==> config.mk <==
export PLATFORM = sky130hd
export DESIGN_NAME = led_target_gen
export DESIGN_NICKNAME = d
export VERILOG_FILES = /design/src/rtl/led_target_gen_pkg.sv /design/src/rtl/led_target_gen_sat_counter.sv /design/src/rtl/led_target_gen.sv
export SDC_FILE = /design/constraint.sdc
export NUM_CORES = 1
export LEC_CHECK = 0
export CAP_MARGIN = 20
export CORE_UTILIZATION = 58
export DETAILED_ROUTE_END_ITERATION = 8
export GPL_ROUTABILITY_DRIVEN = 0
export GPL_TIMING_DRIVEN = 0
export PLACE_DENSITY = 0.86
export SLEW_MARGIN = 20
export SYNTH_ARGS = -nofsm -noshare
export SYNTH_HDL_FRONTEND = slang
export SYNTH_SLANG_ARGS = --single-unit
==> constraint.sdc <==
create_clock -name clk -period 4.8 [get_ports clk]
set_clock_uncertainty 0.1 [all_clocks]
set_input_delay 0.96 -clock clk [delete_from_list [all_inputs] [get_ports clk]]
set_output_delay 0.96 -clock clk [all_outputs]
set_load 0.02 [all_outputs]
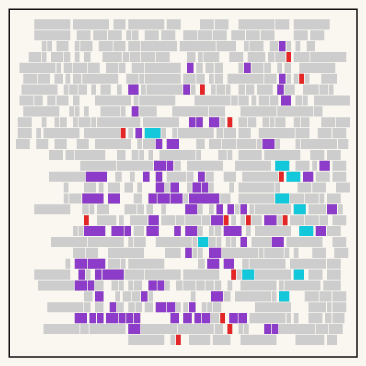
*Selected gate families*
Scale: 4 px per um.
legend:
  aoi and oai cells:
    color: purple
    cells: 88
    most_used: a21oi_1
  non-inverting ao/oa cells:
    color: cyan
    cells: 10
    most_used: a32o_1
  inv cells:
    color: red
    cells: 14
    most_used: inv_1
Comb area share: 43.4%
final instance count without filler cells: 618
commonest non-fill, non-tap cell in the layout: dfrtp_1

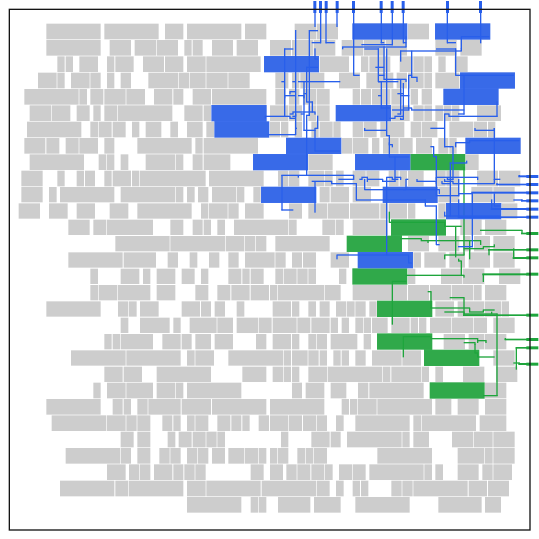
*I/O nets highlighted*
Scale: 6 px per um.
legend:
  led_onehot:
    color: green
    bits: 8
    direction: output
    edge: right
    end_cells: 8
    wire: 204 um
  miss_cnt:
    color: blue
    bits: 16
    direction: output
    edge: 10 top, 6 right
    end_cells: 16
    wire: 625 um
I/O pins: 70
PortBufs: 57

==> impl_metrics.csv <==
group,metric,value,unit
setup_path,r2r_cells,9,
grt,grt_busiest_layer,"met2",
yosys,top_cell,"dfrtp_1",
yosys,yosysSeqAreaShare,43.5,%
yosys,adder_share,1.51,%
detailed_routing,met3_length,626,um
detailed_routing,wl_met1,4590,um
floorplan,die_w,86.6,um
setup_path,crit_required,4930,ps
setup_path,critPathCaptureType,"register",
yosys,syn-num-nets,479,
grt,grt_pass1_wl,17200,um
grt,grt_overflow,0,
finish,nFillCells,522,
timing,setup_tns,0,ps
grt,first_global_vias,3636,
setup_path,cp_top_family,"simple AND/OR/NAND/NOR gates",
finish,drive_above_1_share,7.47,%
power_and_ir_drop,powerDensity,290,nW/um2
yosys,synthFlopType,"dfrtp_1",
timing,hold_violations,0,
setup_path,arrival,3240,ps
setup_path,critical_path_depth,8,
detailed_routing,dr_wl_met2,5030,um
outcome,status,"complete, no violations",
grt,grt_max_degree,43,
floorplan,die_h,86.6,um
detailed_routing,drt_pass1_iterations,6,
power_and_ir_drop,power.total,1.46,mW
setup_path,r2r_slack,1960,ps
detailed_routing,viasPerCell,6.21,
power_and_ir_drop,power_leakage,2.04,nW
detailed_routing,vias,3840,
timing,max_slew_margin,58.3,%
placement,dp_slack,1350,ps
timing,drv_slew,0,
yosys,ys_sh_mux,2.32,%
yosys,ys_cells,448,
timing,rsz0062_at_grt,"no",
grt,use_met1,39.2,%
grt,grt_util_met3,5.05,%
worst_hold_path,hold_path.class,"register to register",
timing,setup_viol,0,
## area by class of cell
type	instances	area, um2	area share, %
Multi-Input combinational cell	341	2190	43.4
Timing Repair Buffer	58	588	11.6
Clock inverter	7	70.1	1.39
Inverter	14	52.6	1.04
Tap cell	96	120	2.38
Clock buffer	9	124	2.45
Buffer	21	103	2.03
Sequential cell	72	1800	35.7
## power by group
group	internal [mW]	switching [mW]	leakage, nW
registers	0.642	0.0388	0.967
logic	0.109	0.190	0.969
clock network	0.240	0.243	0.0994
## worst register-to-register path, cell delays in order, from the launching register on
cell     delay (ps)
dfrtp_1         400
inv_1           110
ha_1            220
nor4b_2         400
nand2_1         250
o31ai_4         320
nand3_2         210
buf_6           200
nor3_1          190
mux2_1          340
Power is estimated from default activity; no workload was simulated.
